==> src/rtl/lfsr_share_arb_pkg.sv <==
// Shared types, default constants and the LFSR step function for the shared-LFSR arbiter.
package lfsr_arb_pkg;

   localparam int unsigned DEF_WIDTH  = 4;
   localparam int unsigned LFSR_MAX_W = 16;
   localparam logic [DEF_WIDTH-1:0] DEF_TAPS = 4'b1100;
   localparam logic [DEF_WIDTH-1:0] DEF_SEED = 4'b0001;

   typedef enum logic [1:0] {
      S_SEED  = 2'd0,
      S_IDLE  = 2'd1,
      S_GRANT = 2'd2
   } state_t;

   // Fibonacci step on the low w bits: shift left, feed back the parity of the tapped bits.
   function automatic logic [LFSR_MAX_W-1:0] lfsr_next(input logic [LFSR_MAX_W-1:0] v,
                                                       input logic [LFSR_MAX_W-1:0] taps,
                                                       input int unsigned w);
      logic [LFSR_MAX_W-1:0] mask;
      mask = (LFSR_MAX_W'(1) << w) - LFSR_MAX_W'(1);
      return ((v << 1) | LFSR_MAX_W'(^(v & taps & mask))) & mask;
   endfunction

endpackage

==> src/rtl/lfsr_share_arb_if.sv <==
// Requester-side bus of the shared-LFSR arbiter: requests and seeding in, grant and random word out.
interface lfsr_share_arb_if #(
   parameter int unsigned NUM_REQ = 4,
   parameter int unsigned WIDTH   = 4
);
   localparam int unsigned ID_W = $clog2(NUM_REQ);

   logic [NUM_REQ-1:0] req_i;
   logic               seed_load_i;
   logic [WIDTH-1:0]   seed_i;
   logic [NUM_REQ-1:0] gnt_o;
   logic [ID_W-1:0]    gnt_id_o;
   logic               rand_valid_o;
   logic [WIDTH-1:0]   rand_o;
   logic               wrap_o;

   modport master (
      output req_i, seed_load_i, seed_i,
      input  gnt_o, gnt_id_o, rand_valid_o, rand_o, wrap_o
   );

   modport slave (
      input  req_i, seed_load_i, seed_i,
      output gnt_o, gnt_id_o, rand_valid_o, rand_o, wrap_o
   );
endinterface

==> src/rtl/lfsr_share_arb_lfsr_core.sv <==
// Fibonacci LFSR register with synchronous load (priority) and step enable.
module lfsr_core
   import lfsr_arb_pkg::*;
#(
   parameter int unsigned      WIDTH = DEF_WIDTH,
   parameter logic [WIDTH-1:0] TAPS  = WIDTH'(DEF_TAPS),
   parameter logic [WIDTH-1:0] SEED  = WIDTH'(DEF_SEED)
) (
   input  logic             clk,
   input  logic             reset,
   input  logic             en_i,
   input  logic             load_i,
   input  logic [WIDTH-1:0] load_val_i,
   output logic [WIDTH-1:0] lfsr_o
);

   always_ff @(posedge clk or negedge reset) begin
      if (!reset) begin
         lfsr_o <= SEED;
      end else if (load_i) begin
         lfsr_o <= load_val_i;
      end else if (en_i) begin
         lfsr_o <= WIDTH'(lfsr_next(LFSR_MAX_W'(lfsr_o), LFSR_MAX_W'(TAPS), WIDTH));
      end
   end

endmodule

==> src/rtl/lfsr_share_arb.sv <==
// Round-robin sharing of one LFSR among NUM_REQ requesters; each grant hands out the
// current LFSR word and steps the generator. Handles seeding and zero-lockup recovery.
module lfsr_share_arb
   import lfsr_arb_pkg::*;
#(
   parameter int unsigned      NUM_REQ = 4,
   parameter int unsigned      WIDTH   = DEF_WIDTH,
   parameter logic [WIDTH-1:0] TAPS    = WIDTH'(DEF_TAPS),
   parameter logic [WIDTH-1:0] SEED    = WIDTH'(DEF_SEED)
) (
   input  logic            clk,
   input  logic            reset,
   lfsr_share_arb_if.slave bus
);

   localparam int unsigned ID_W = $clog2(NUM_REQ);

   state_t             state_q, state_d;
   logic [ID_W-1:0]    rr_ptr_q, rr_ptr_d;
   logic [ID_W-1:0]    gnt_id_q, gnt_id_d;
   logic [ID_W-1:0]    gnt_idx;
   logic [WIDTH-1:0]   loaded_seed_q, loaded_seed_d;
   logic [WIDTH-1:0]   rand_q, rand_d;
   logic [WIDTH-1:0]   lfsr, lfsr_nxt, seed_eff, lfsr_load_val;
   logic [NUM_REQ-1:0] gnt_q, gnt_d;
   logic               rand_valid_q, rand_valid_d;
   logic               wrap_q, wrap_d;
   logic               lfsr_en, lfsr_load, found, lockup;

   function automatic logic [ID_W-1:0] wrap_add(input logic [ID_W-1:0] base,
                                                input int unsigned off);
      int unsigned k;
      k = 32'(base) + off;
      if (k >= NUM_REQ) k = k - NUM_REQ;
      return ID_W'(k);
   endfunction

   lfsr_core #(
      .WIDTH (WIDTH),
      .TAPS  (TAPS),
      .SEED  (SEED)
   ) u_lfsr (
      .clk        (clk),
      .reset      (reset),
      .en_i       (lfsr_en),
      .load_i     (lfsr_load),
      .load_val_i (lfsr_load_val),
      .lfsr_o     (lfsr)
   );

   assign lfsr_nxt = WIDTH'(lfsr_next(LFSR_MAX_W'(lfsr), LFSR_MAX_W'(TAPS), WIDTH));
   assign seed_eff = (bus.seed_i == '0) ? SEED : bus.seed_i;
   assign lockup   = (lfsr == '0) && (state_q != S_SEED);

   // Circular search for the first request at or after rr_ptr.
   always_comb begin
      found   = 1'b0;
      gnt_idx = '0;
      for (int unsigned i = 0; i < NUM_REQ; i++) begin
         if (!found && bus.req_i[wrap_add(rr_ptr_q, i)]) begin
            found   = 1'b1;
            gnt_idx = wrap_add(rr_ptr_q, i);
         end
      end
   end

   always_comb begin
      state_d       = state_q;
      rr_ptr_d      = rr_ptr_q;
      loaded_seed_d = loaded_seed_q;
      gnt_d         = '0;
      gnt_id_d      = gnt_id_q;
      rand_valid_d  = 1'b0;
      rand_d        = rand_q;
      wrap_d        = 1'b0;
      lfsr_en       = 1'b0;
      lfsr_load     = 1'b0;
      lfsr_load_val = loaded_seed_q;

      if (bus.seed_load_i) begin
         lfsr_load     = 1'b1;
         lfsr_load_val = seed_eff;
         loaded_seed_d = seed_eff;
         state_d       = S_SEED;
      end else if (lockup) begin
         state_d = S_SEED;
      end else begin
         case (state_q)
            S_SEED: begin
               lfsr_load = 1'b1;
               state_d   = S_IDLE;
            end
            S_IDLE: begin
               if (|bus.req_i) state_d = S_GRANT;
            end
            S_GRANT: begin
               if (found) begin
                  gnt_d        = NUM_REQ'(1) << gnt_idx;
                  gnt_id_d     = gnt_idx;
                  rand_valid_d = 1'b1;
                  rand_d       = lfsr;
                  wrap_d       = (lfsr_nxt == loaded_seed_q);
                  lfsr_en      = 1'b1;
                  rr_ptr_d     = wrap_add(gnt_idx, 1);
               end else begin
                  state_d = S_IDLE;
               end
            end
            default: state_d = S_SEED;
         endcase
      end
   end

   always_ff @(posedge clk or negedge reset) begin
      if (!reset) begin
         state_q       <= S_SEED;
         rr_ptr_q      <= '0;
         loaded_seed_q <= SEED;
         gnt_q         <= '0;
         gnt_id_q      <= '0;
         rand_valid_q  <= 1'b0;
         rand_q        <= '0;
         wrap_q        <= 1'b0;
      end else begin
         state_q       <= state_d;
         rr_ptr_q      <= rr_ptr_d;
         loaded_seed_q <= loaded_seed_d;
         gnt_q         <= gnt_d;
         gnt_id_q      <= gnt_id_d;
         rand_valid_q  <= rand_valid_d;
         rand_q        <= rand_d;
         wrap_q        <= wrap_d;
      end
   end

   assign bus.gnt_o        = gnt_q;
   assign bus.gnt_id_o     = gnt_id_q;
   assign bus.rand_valid_o = rand_valid_q;
   assign bus.rand_o       = rand_q;
   assign bus.wrap_o       = wrap_q;

endmodule

==> src/flat_wrapper.sv <==
// flat-port wrapper written by rule: the top's interface ports become plain ports
module lfsr_share_arb_flat import lfsr_arb_pkg::*;
#(
   parameter int unsigned      NUM_REQ = 4,
   parameter int unsigned      WIDTH   = DEF_WIDTH,
   parameter logic [WIDTH-1:0] TAPS    = WIDTH'(DEF_TAPS),
   parameter logic [WIDTH-1:0] SEED    = WIDTH'(DEF_SEED)
)
  (clk, reset, bus_req_i, bus_seed_load_i, bus_seed_i, bus_gnt_o, bus_gnt_id_o, bus_rand_valid_o, bus_rand_o, bus_wrap_o);
  lfsr_share_arb_if #(.NUM_REQ(NUM_REQ), .WIDTH(WIDTH)) bus_i ();
  input  logic clk;
  input  logic reset;
  input wire logic [$bits(bus_i.req_i)-1:0] bus_req_i;
  input wire logic [$bits(bus_i.seed_load_i)-1:0] bus_seed_load_i;
  input wire logic [$bits(bus_i.seed_i)-1:0] bus_seed_i;
  output wire logic [$bits(bus_i.gnt_o)-1:0] bus_gnt_o;
  output wire logic [$bits(bus_i.gnt_id_o)-1:0] bus_gnt_id_o;
  output wire logic [$bits(bus_i.rand_valid_o)-1:0] bus_rand_valid_o;
  output wire logic [$bits(bus_i.rand_o)-1:0] bus_rand_o;
  output wire logic [$bits(bus_i.wrap_o)-1:0] bus_wrap_o;
  assign bus_i.req_i = bus_req_i;
  assign bus_i.seed_load_i = bus_seed_load_i;
  assign bus_i.seed_i = bus_seed_i;
  assign bus_gnt_o = bus_i.gnt_o;
  assign bus_gnt_id_o = bus_i.gnt_id_o;
  assign bus_rand_valid_o = bus_i.rand_valid_o;
  assign bus_rand_o = bus_i.rand_o;
  assign bus_wrap_o = bus_i.wrap_o;
  lfsr_share_arb #(.NUM_REQ(NUM_REQ), .WIDTH(WIDTH), .TAPS(TAPS), .SEED(SEED)) u_core (.clk(clk), .reset(reset), .bus(bus_i));
endmodule
==> config.mk <==
export PLATFORM = sky130hd
export DESIGN_NAME = lfsr_share_arb_flat
export DESIGN_NICKNAME = d
export VERILOG_FILES = /design/src/rtl/lfsr_share_arb_pkg.sv /design/src/rtl/lfsr_share_arb_if.sv /design/src/rtl/lfsr_share_arb_lfsr_core.sv /design/src/rtl/lfsr_share_arb.sv /design/src/flat_wrapper.sv
export SDC_FILE = /design/constraint.sdc
export NUM_CORES = 1
export LEC_CHECK = 0
export ABC_AREA = 1
export CAP_MARGIN = 20
export CORE_AREA = 2 2 53 55
export DETAILED_ROUTE_END_ITERATION = 12
export DIE_AREA = 0 0 55 57
export GPL_TIMING_DRIVEN = 0
export HOLD_SLACK_MARGIN = 0.1
export MAX_ROUTING_LAYER = met4
export PLACE_DENSITY = 0.88
export SLEW_MARGIN = 0
export SYNTH_ARGS = -nofsm -noshare
export SYNTH_HDL_FRONTEND = slang
export SYNTH_SLANG_ARGS = --single-unit
==> constraint.sdc <==
create_clock -name clk -period 1.5 [get_ports clk]
set_input_delay 0.3 -clock clk [delete_from_list [all_inputs] [get_ports clk]]
set_output_delay 0.3 -clock clk [all_outputs]
set_load 0.02 [all_outputs]
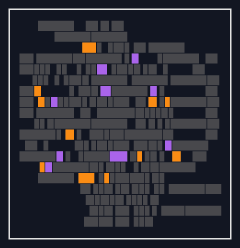
**Above:** run 1 (selected gate families).
Drawn at 4 px/um.
- aoi and oai cells: purple (cells 9)
- nor cells: orange (cells 11; most used nor2_1)

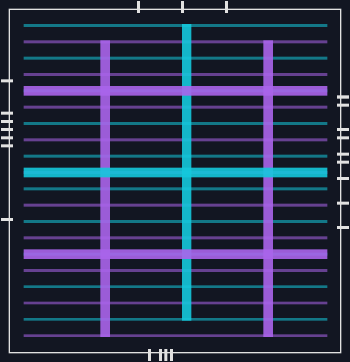
**Above:** run 1 (floorplan with the power grid).
Drawn at 6 px/um. Pins as bars on the die edge.
- VDD: cyan
- VSS: purple
- met4 straps: 3
- rows: 19
- met1 rails: 20

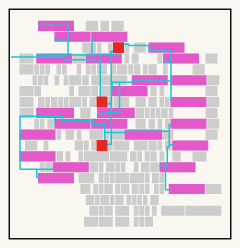
**Above:** run 1 (clock wires, drivers and flops).
Drawn at 4 px/um.
- flip-flops: magenta (count 24)
- clock wires: cyan (length 265 um)
- clock-net drivers: red (count 3)
- routed clock nets: 4
Clock Skew: 0.004151 ns
power share of the clock group: 10.3%
Power Clock: 0.000278 W

==> notes.md, run 1 <==
The synthesis and place-and-route flow finished, so here is a summary.

The flow ran to the end, but the final reports show violations. The final reports fail on setup timing. The internal portion of the total power is 0.001505 W.

Checking hold timing, the worst path is listed with class primary input to asynchronous set/reset pin. The TritonCTS sink count came out at 24. The script parses the final routing iteration and logs DRC violations as 0. The share of total power consumed by net switching came out at 44.14%. In this run the count of I/O pins placed on the die edge is 23. Looking at the critical path, the single cell with the biggest stage delay is sky130_fd_sc_hd__dfstp_2. The top cell types in the final layout, fill and taps aside, are sky130_fd_sc_hd__nand2_1, sky130_fd_sc_hd__dfrtp_1, sky130_fd_sc_hd__inv_1. For this run, the final setup violation count is recorded as 1. The setup slack at placement is -0.3456 ns. The smallest setup slack after layout is -0.003870 ns.

The xor-xnor portion of the synthesized cell area is 2.794%. The OpenROAD warning count came out at 27. Per the synthesis report, the simple-gate share of the synthesized area is 35.53%. Looking at the power breakdown, combinational cells take 55.8% of the total.

The clock tree from TritonCTS is done. The wire length after detailed routing came out at 2.719 mm. The worst setup path is launched from a flip-flop. The vias after detailed routing is 1,174. The cell count after synthesis is 164. The chip area came out at 3135 sq um. Summed over all instances, the cell type with the most area after synthesis is sky130_fd_sc_hd__dfrtp_1. The number of logic gates came out at 116.
==> run 1 -> run 2 <==
==> constraint.sdc (replaced) <==
create_clock -name clk -period 1.48 [get_ports clk]
set_input_delay 0.296 -clock clk [delete_from_list [all_inputs] [get_ports clk]]
set_output_delay 0.296 -clock clk [all_outputs]
set_load 0.02 [all_outputs]
==> notes.md, run 2 <==
The synthesis and place-and-route flow finished, so here is a summary.

The cell type with the highest aggregate area in the netlist is sky130_fd_sc_hd__dfrtp_1 (unchanged). The share of total power consumed by net switching is 44.65% (was 44.14%). The cell count after synthesis was 164 (unchanged). The chip area was 3135 sq um (unchanged). The smallest setup slack after layout is -0.02714 ns (was -0.003870 ns).

The reported clock group power is 0.000278 W (about the same). The wire length after detailed routing is 2.938 mm (was 2.719 mm). The setup slack at placement was -0.3616 ns (was -0.3456 ns).

Outcome: finished with violations (unchanged). The number of logic gates is 116 (unchanged). The OpenROAD warning count is 27 (unchanged).

The setup-violating endpoint count in the final report came out at 4 (was 1). The type of the tightest min-delay check is primary input to asynchronous set/reset pin (unchanged). The kind of launch point of the worst setup path was a flip-flop (unchanged).

The number of DRC violations after detailed routing is 0 (unchanged). The vias after detailed routing is 1,204 (was 1,174). The master of the slowest instance on the critical path is sky130_fd_sc_hd__dfstp_2 (unchanged). Top cells excl fill/tap: sky130_fd_sc_hd__nand2_1, sky130_fd_sc_hd__dfrtp_1, sky130_fd_sc_hd__inv_1 (unchanged).

The internal power component is 0.001538 W (was 0.001505 W). The xor-xnor portion of the synthesized cell area was 2.794% (unchanged). The relative contribution of combinational cells to total power came out at 56.8% (was 55.8%). The I/O pin total came out at 23 (unchanged). The TritonCTS sink count came to 24 (unchanged).

The launch point of the worst path is u_core.u_lfsr.lfsr_o[0]$_DFFE_PN1P_ (unchanged). The share of synthesized cell area in and, or, nand and nor gates came to 35.53% (unchanged). The clock tree from TritonCTS is done (unchanged). Failing checks: setup timing (unchanged). The overall die height is 57 um (unchanged).
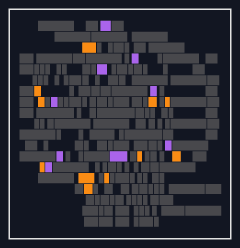
**Above:** run 2 (selected gate families).
Drawn at 4 px/um.
- nor cells: orange (cells 11; most used nor2_1)
- aoi and oai cells: purple (cells 9)
logic share of the area: 37.61%
most numerous logic cell after layout: sky130_fd_sc_hd__nand2_1
Cell Count, Final, Fillers Out: 229

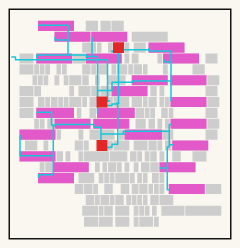
**Above:** run 2 (clock wires, drivers and flops).
Drawn at 4 px/um.
- clock-net drivers: red (count 3)
- clock wires: cyan (length 270 um)
- flip-flops: magenta (count 24)
- routed clock nets: 4
Clock Skew: 0.005289 ns
power share of the clock group: 10.0%

==> run 2 -> run 3 <==
--- a/config.mk
+++ b/config.mk
@@ -7,13 +7,15 @@
 export LEC_CHECK = 0
 export ABC_AREA = 1
 export CAP_MARGIN = 20
-export CORE_AREA = 2 2 53 55
+export CORE_AREA = 2 2 52 54
+export CTS_BUF_LIST = sky130_fd_sc_hd__clkbuf_8
 export DETAILED_ROUTE_END_ITERATION = 12
-export DIE_AREA = 0 0 55 57
+export DIE_AREA = 0 0 54 56
 export GPL_TIMING_DRIVEN = 0
 export HOLD_SLACK_MARGIN = 0.1
 export MAX_ROUTING_LAYER = met4
-export PLACE_DENSITY = 0.88
+export PLACE_DENSITY = 0.9
+export RECOVER_POWER = 100
 export SLEW_MARGIN = 0
 export SYNTH_ARGS = -nofsm -noshare
 export SYNTH_HDL_FRONTEND = slang
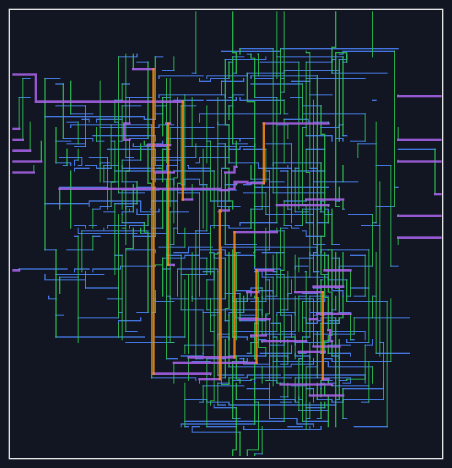
**Above:** run 3 (wiring by layer).
Drawn at 8 px/um.
- M2: green (wire length 1,740 um)
- M3: purple (wire length 205 um)
- M4: orange (wire length 135 um)
- M1: blue (wire length 1,280 um)
Routed wire per std cell: 14.60 um
overall routed net length: 3.357 mm
total via count in the routed design: 1,261
total global routing track utilization: 21.04%

==> notes.md, run 3 <==
The synthesis and place-and-route flow finished, so here is a summary.

The clock tree from TritonCTS is done (unchanged). The share of synthesized cell area in and, or, nand and nor gates is 35.53% (unchanged). Most numerous cell types in the synthesized netlist: sky130_fd_sc_hd__nand2_1, sky130_fd_sc_hd__dfrtp_1, sky130_fd_sc_hd__inv_1, sky130_fd_sc_hd__nand3_1, sky130_fd_sc_hd__nor2_1 (unchanged). Top cells by area: sky130_fd_sc_hd__dfrtp_1, sky130_fd_sc_hd__nand2_1, sky130_fd_sc_hd__inv_1 (unchanged). The cell count after synthesis came out at 164 (unchanged).

The power of the sequential group is 0.000943 W (was 0.000922 W). The chip area was 3024 sq um (was 3135 sq um). The smallest setup slack after layout came out at -0.07398 ns (was -0.02714 ns). The cell type with the highest aggregate area in the netlist was sky130_fd_sc_hd__dfrtp_1 (unchanged). The relative contribution of combinational cells to total power was 53.8% (was 56.8%). Failing checks: setup timing (unchanged). The type of the tightest min-delay check is primary input to asynchronous set/reset pin (unchanged). The site row count is 18 (was 19). Top cells excl fill/tap: sky130_fd_sc_hd__nand2_1, sky130_fd_sc_hd__dfrtp_1, sky130_fd_sc_hd__inv_1, sky130_fd_sc_hd__nand2_2, sky130_fd_sc_hd__dlygate4sd2_1 (was sky130_fd_sc_hd__nand2_1, sky130_fd_sc_hd__dfrtp_1, sky130_fd_sc_hd__inv_1). The number of DRC violations after detailed routing is 0 (unchanged). The kind of launch point of the worst setup path is a flip-flop (unchanged). The number of antenna violations at the first check in global routing is 0 (unchanged). The I/O pin total is 23 (unchanged). The number of cells on the worst reg-to-reg path is 11 (was 8). The relative contribution of the clock network to total power is 13.5% (was 10.0%). The top logic cell by instance count in the layout is sky130_fd_sc_hd__nand2_1 (unchanged). The final clock skew is 0.007727 ns (was 0.005289 ns). The count of library flops with an enable pin is 0 (unchanged).

The post-synthesis mux area share is 0% (unchanged). The launch point of the worst path is u_core.rr_ptr_q[0]$_DFFE_PN0P_ (was u_core.u_lfsr.lfsr_o[0]$_DFFE_PN1P_). The share of total power consumed by net switching came out at 45.25% (was 44.65%). The stage delay of the slowest cell on the critical path is 0.40 ns (was 0.58 ns). The number of standard cells in the layout, taps in and fillers out came out at 230 (was 229).

The number of logic gates came out at 116 (unchanged). The xor-xnor portion of the synthesized cell area is 2.794% (unchanged). The number of violations reported at the end of detailed-routing iteration 0 is 37 (was 34). The number of unique standard cell types used by synthesis is 23 (unchanged). The internal power component is 0.001582 W (was 0.001538 W). The master of the slowest instance on the critical path is sky130_fd_sc_hd__dfrtp_1 (was sky130_fd_sc_hd__dfstp_2). The setup-violating endpoint count in the final report was 4 (unchanged). The instance area at placement is 1511 sq um (was 1513 sq um). Outcome: finished with violations (unchanged). The TritonCTS sink count is 24 (unchanged).

The synthesized-area fraction occupied by ao, oa, aoi and oai cells came out at 4.092% (unchanged). The overall die height is 56 um (was 57 um).
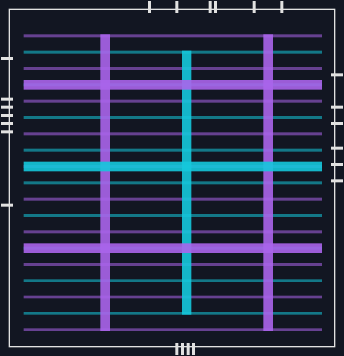
**Above:** run 3 (floorplan with the power grid).
Drawn at 6 px/um. Pins as bars on the die edge.
- VSS: purple
- VDD: cyan
- met4 straps: 3
- signal pins: 23
- met1 rails: 19

Power is estimated from default activity; no workload was simulated.
